<file path="config.mk">
export PLATFORM = sky130hd
export DESIGN_NAME = sample_capture
export DESIGN_NICKNAME = d
export VERILOG_FILES = /design/src/rtl/sample_capture_pkg.sv /design/src/rtl/sample_capture_sync_fifo.sv /design/src/rtl/sample_capture.sv
export SDC_FILE = /design/constraint.sdc
export NUM_CORES = 1
export LEC_CHECK = 0
export ABC_AREA = 1
export CAP_MARGIN = 30
export CORE_AREA = 2 2 98 147
export DETAILED_ROUTE_END_ITERATION = 6
export DIE_AREA = 0 0 100 149
export GPL_TIMING_DRIVEN = 0
export PLACE_DENSITY = 0.68
export SLEW_MARGIN = 20
export SYNTH_ARGS = -nofsm -noshare
export SYNTH_HDL_FRONTEND = slang
export SYNTH_SLANG_ARGS = --single-unit
</file>
<file path="constraint.sdc">
create_clock -name clk -period 4.4 [get_ports clk]
set_input_delay 0.88 -clock clk [delete_from_list [all_inputs] [get_ports clk]]
set_output_delay 0.88 -clock clk [all_outputs]
set_load 0.01 [all_outputs]
</file>
<file path="src/rtl/sample_capture_pkg.sv">
// Shared types and constants for the ADC sample capture path.
package sample_capture_pkg;

    localparam int SAMPLE_IDX_W = 3;
    localparam logic [SAMPLE_IDX_W-1:0] SAMPLE_IDX_NONE = 3'b111;

    typedef enum logic {
        ST_IDLE = 1'b0,
        ST_TAG  = 1'b1
    } state_t;

    // True when idx is the final sample of a sequence of length seq_n (1..4).
    function automatic logic is_seq_last(input logic [SAMPLE_IDX_W-1:0] idx,
                                         input logic [SAMPLE_IDX_W-1:0] seq_n);
        return (seq_n != '0) && (idx == seq_n - SAMPLE_IDX_W'(1));
    endfunction

endpackage

</file>
<file path="src/rtl/sample_capture_sync_fifo.sv">
// First-word-fall-through register FIFO with an explicit level counter.
module sync_fifo #(
    parameter  int WIDTH = 27,
    parameter  int DEPTH = 4,
    localparam int PTR_W = $clog2(DEPTH),
    localparam int LVL_W = PTR_W + 1
) (
    input  logic             clk,
    input  logic             reset_n,
    input  logic             push,
    input  logic [WIDTH-1:0] push_data,
    input  logic             pop,
    output logic [WIDTH-1:0] rd_data,
    output logic [LVL_W-1:0] level,
    output logic             full,
    output logic             empty
);

    logic [WIDTH-1:0] mem [DEPTH];
    logic [PTR_W-1:0] wr_ptr;
    logic [PTR_W-1:0] rd_ptr;
    logic             pop_ok;
    logic             push_ok;

    assign empty   = (level == '0);
    assign full    = (level == LVL_W'(DEPTH));
    assign rd_data = mem[rd_ptr];

    // A push into a full FIFO is allowed only when a pop frees the head slot in the same cycle.
    assign pop_ok  = pop && !empty;
    assign push_ok = push && (!full || pop_ok);

    always_ff @(posedge clk) begin
        if (!reset_n) begin
            wr_ptr <= '0;
            rd_ptr <= '0;
            level  <= '0;
            for (int i = 0; i < DEPTH; i++) begin
                mem[i] <= '0;
            end
        end else begin
            if (push_ok) begin
                mem[wr_ptr] <= push_data;
                wr_ptr      <= wr_ptr + PTR_W'(1);
            end
            if (pop_ok) begin
                rd_ptr <= rd_ptr + PTR_W'(1);
            end
            case ({push_ok, pop_ok})
                2'b10:   level <= level + LVL_W'(1);
                2'b01:   level <= level - LVL_W'(1);
                default: level <= level;
            endcase
        end
    end

endmodule

</file>
<file path="src/rtl/sample_capture.sv">
// Captures each ADC result on the done edge, tags it with the sample index and queues it for readout.
module sample_capture
    import sample_capture_pkg::*;
#(
    parameter int DATA_W   = 24,
    parameter int DEPTH    = 4,
    parameter int SEQCNT_W = 8
) (
    input  logic                       clk,
    input  logic                       reset_n,
    input  logic                       adc_measure_valid_i,
    input  logic [DATA_W-1:0]          adc_count_i,
    input  logic [SAMPLE_IDX_W-1:0]    sample_idx_i,
    input  logic [SAMPLE_IDX_W-1:0]    p_seq_n_i,
    input  logic                       rd_en_i,
    input  logic                       clr_overrun_i,
    output logic [DATA_W+2:0]          rd_data_o,
    output logic [$clog2(DEPTH):0]     fifo_level_o,
    output logic                       empty_o,
    output logic                       full_o,
    output logic                       overrun_o,
    output logic                       seq_done_o,
    output logic [SEQCNT_W-1:0]        seq_count_o
);

    state_t            state;
    logic              valid_d;
    logic [DATA_W-1:0] data_r;
    logic              rise;
    logic              tag_valid;
    logic              push;
    logic              drop;

    assign rise      = adc_measure_valid_i && !valid_d;
    assign tag_valid = (state == ST_TAG) && (sample_idx_i != SAMPLE_IDX_NONE);
    assign push      = tag_valid && (!full_o || rd_en_i);
    assign drop      = tag_valid && !push;

    // The index is only valid one cycle after the capture edge, so the data waits a cycle in data_r.
    // valid_d resets high so a level already asserted at reset release is not mistaken for a new result.
    always_ff @(posedge clk) begin
        if (!reset_n) begin
            state       <= ST_IDLE;
            valid_d     <= 1'b1;
            data_r      <= '0;
            overrun_o   <= 1'b0;
            seq_done_o  <= 1'b0;
            seq_count_o <= '0;
        end else begin
            valid_d    <= adc_measure_valid_i;
            seq_done_o <= 1'b0;
            case (state)
                ST_IDLE: begin
                    if (rise) begin
                        data_r <= adc_count_i;
                        state  <= ST_TAG;
                    end
                end
                ST_TAG: begin
                    state <= ST_IDLE;
                end
                default: state <= ST_IDLE;
            endcase
            if (drop) begin
                overrun_o <= 1'b1;
            end else if (clr_overrun_i) begin
                overrun_o <= 1'b0;
            end
            if (push && is_seq_last(sample_idx_i, p_seq_n_i)) begin
                seq_done_o  <= 1'b1;
                seq_count_o <= seq_count_o + SEQCNT_W'(1);
            end
        end
    end

    sync_fifo #(
        .WIDTH (DATA_W + 3),
        .DEPTH (DEPTH)
    ) u_fifo (
        .clk       (clk),
        .reset_n   (reset_n),
        .push      (push),
        .push_data ({sample_idx_i, data_r}),
        .pop       (rd_en_i),
        .rd_data   (rd_data_o),
        .level     (fifo_level_o),
        .full      (full_o),
        .empty     (empty_o)
    );

endmodule

</file>
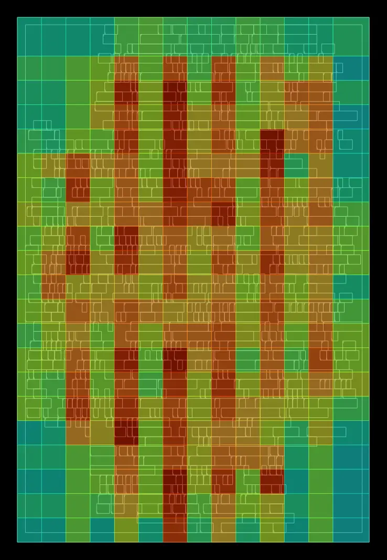
final_congestion.png
met3 Resource Use GR: 4.78%
GRT busiest layer: met2
utilization after layout: 60.2%
met1 Track Usage GR: 26.2%
Routed WL per cell: 17.7 um

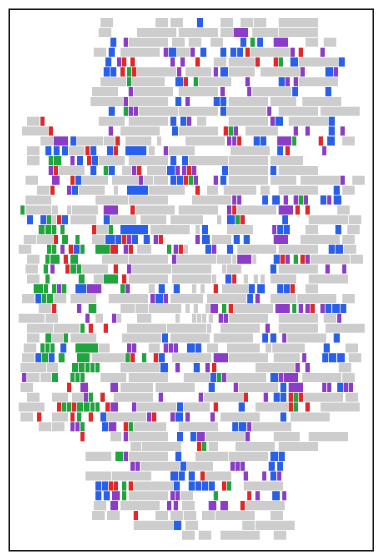
gate_families.png
legend:
  red:
    family: inverters
    cells: 84
    where: widely spread
  green:
    family: NAND gates
    cells: 88
  purple:
    family: NOR gates
    cells: 154
  blue:
    family: inverting AOI/OAI gates
    cells: 156
    where: widely spread

==> impl_metrics.csv <==
group,metric,value,unit
floorplanning,die_h,149,um
finish,antennaDiodeCount,0,
final_timing,min_period,3.58,ns
finish,comb_share,25.0,%
placed_design,routabilityCongestion,0.800,
route,ant_nets,0,
critical_path,crit_top_cell,"clkbuf_1",
finish,nClkBuffers,17,
power,p_per_area,403,mW/mm2
critical_path,worstSetupPathType,"register to primary output",
grt,grt_use_total,23.9,%
clock_tree,root_buffer,"clkbuf_16",
clock_tree,post_cts_buffers,0,
floorplanning,coreArea,0.0138,mm2
critical_path,r2r-start,"u_fifo.level[0]$_SDFFE_PN0P_",
critical_path,cp_slowest_stage_delay,0.60,ns
critical_path,worstPathArrival,2.70,ns
synthesis,yosys_warnings,0,
synthesis,synthArstFlopShare,0,%
route,drt_pass1_iterations,5,
clock_tree,clock_latency,0.42,ns
critical_path,critPathMaxFanout,10,
critical_path,worstSetupEndpointType,"primary output",
finish,finalNonFillerCells,956,
final_timing,relSlewSlack,45.1,%
critical_path,worstSetupStartpointType,"register",
grt,grt_pass1_vias,5442,
clock_tree,cts_max_path_buffers,2,
critical_path,cp_num_buf_inv,4,
finish,seq_share,49.9,%
placed_design,dp_cells,924,
final_timing,rsz0062_at_grt,"false",
finish,fillers,1158,
floorplanning,pin_count,77,
floorplanning,die_w,100,um
clock_tree,htreeDepth,4,
synthesis,ys_cells,680,
final_timing,worstMarginPinSlew,0.821,ns
status,status,"finished clean",
placed_design,portBuffers,75,
floorplanning,dieArea,0.0149,mm2
run,drv_cap,0,
finish,logic_gate_count,408,
final_timing,hold_viol,0,
floorplanning,fp-utilization,48.4,%
final_timing,finalClockSkew,0.00547,ns
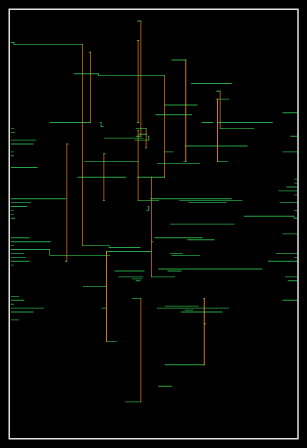
metal_stack.png
Only two layers are drawn.
legend:
  green:
    layer: met3
    wire_length: 857 um
  orange:
    layer: met4
    wire_length: 482 um

where the power goes:
part	switching, mW	leakage [nW]	internal (mW)
registers	0.0190	1.48	1.59
clock network	0.614	0.263	0.787
logic	0.198	1.42	0.142
registers in the layout (all words and copies together), names as in the netlist, 2 cells and up, named ones only:
register and count:
data_r 24, seq_count_o 8, u_fifo.level 3, u_fifo.mem 108, u_fifo.rd_ptr 2, u_fifo.wr_ptr 2
path summary, 6_finish.rpt:
path / end / slack [ns] / cells after the start
worst min register to register: data_r[0]$_SDFFE_PN0P_ / 0.47 / 2
worst max register to register: u_fifo.level[2]$_SDFFE_PN0P_ / 2.07 / 13
worst min-delay path: data_r[0]$_SDFFE_PN0P_ / 0.47 / 2
worst max-delay path: rd_data_o[24] / 0.82 / 6
cell families after synthesis:
group | Yosys count | synth area share (%)
and+or+nand+nor | 243 | 16.6
AOI/OAI and AO/OA | 156 | 12.3
DFF | 153 | 62.1
buffers and inverters | 119 | 7.46
adders and majority gates | 5 | 1.05
xor gates and xnor gates | 4 | 0.525
per-layer routing:
layer | vias to the layer above | share of wire [%] | global-route usage (%) | wire (um)
met4 | 0 | 2.9 | 10.2 | 482
met3 | 41 | 5.1 | 4.78 | 856
met5 | - | 0 | 0 | 0
met2 | 157 | 54 | 44.2 | 9190
met1 | 2464 | 38 | 26.2 | 6360
li1 | 2463 | - | - | -
cell usage in the layout (no fill, tap or decap), drive strengths merged, types with 2 or more instances in the layout:
master and n:
clkdlybuf4s50 75, clkinvlp 5, o22ai 27, o21ai 87, edfxtp 108, xor2 2, a21oi 39, clkbuf 43
xnor2 2, inv 88, dfxtp 45, nand3b 2, clkinv 5, nand3 16, nand2 69, buf 13
ha 4, nor2 154
Power and IR drop assume default switching activity.
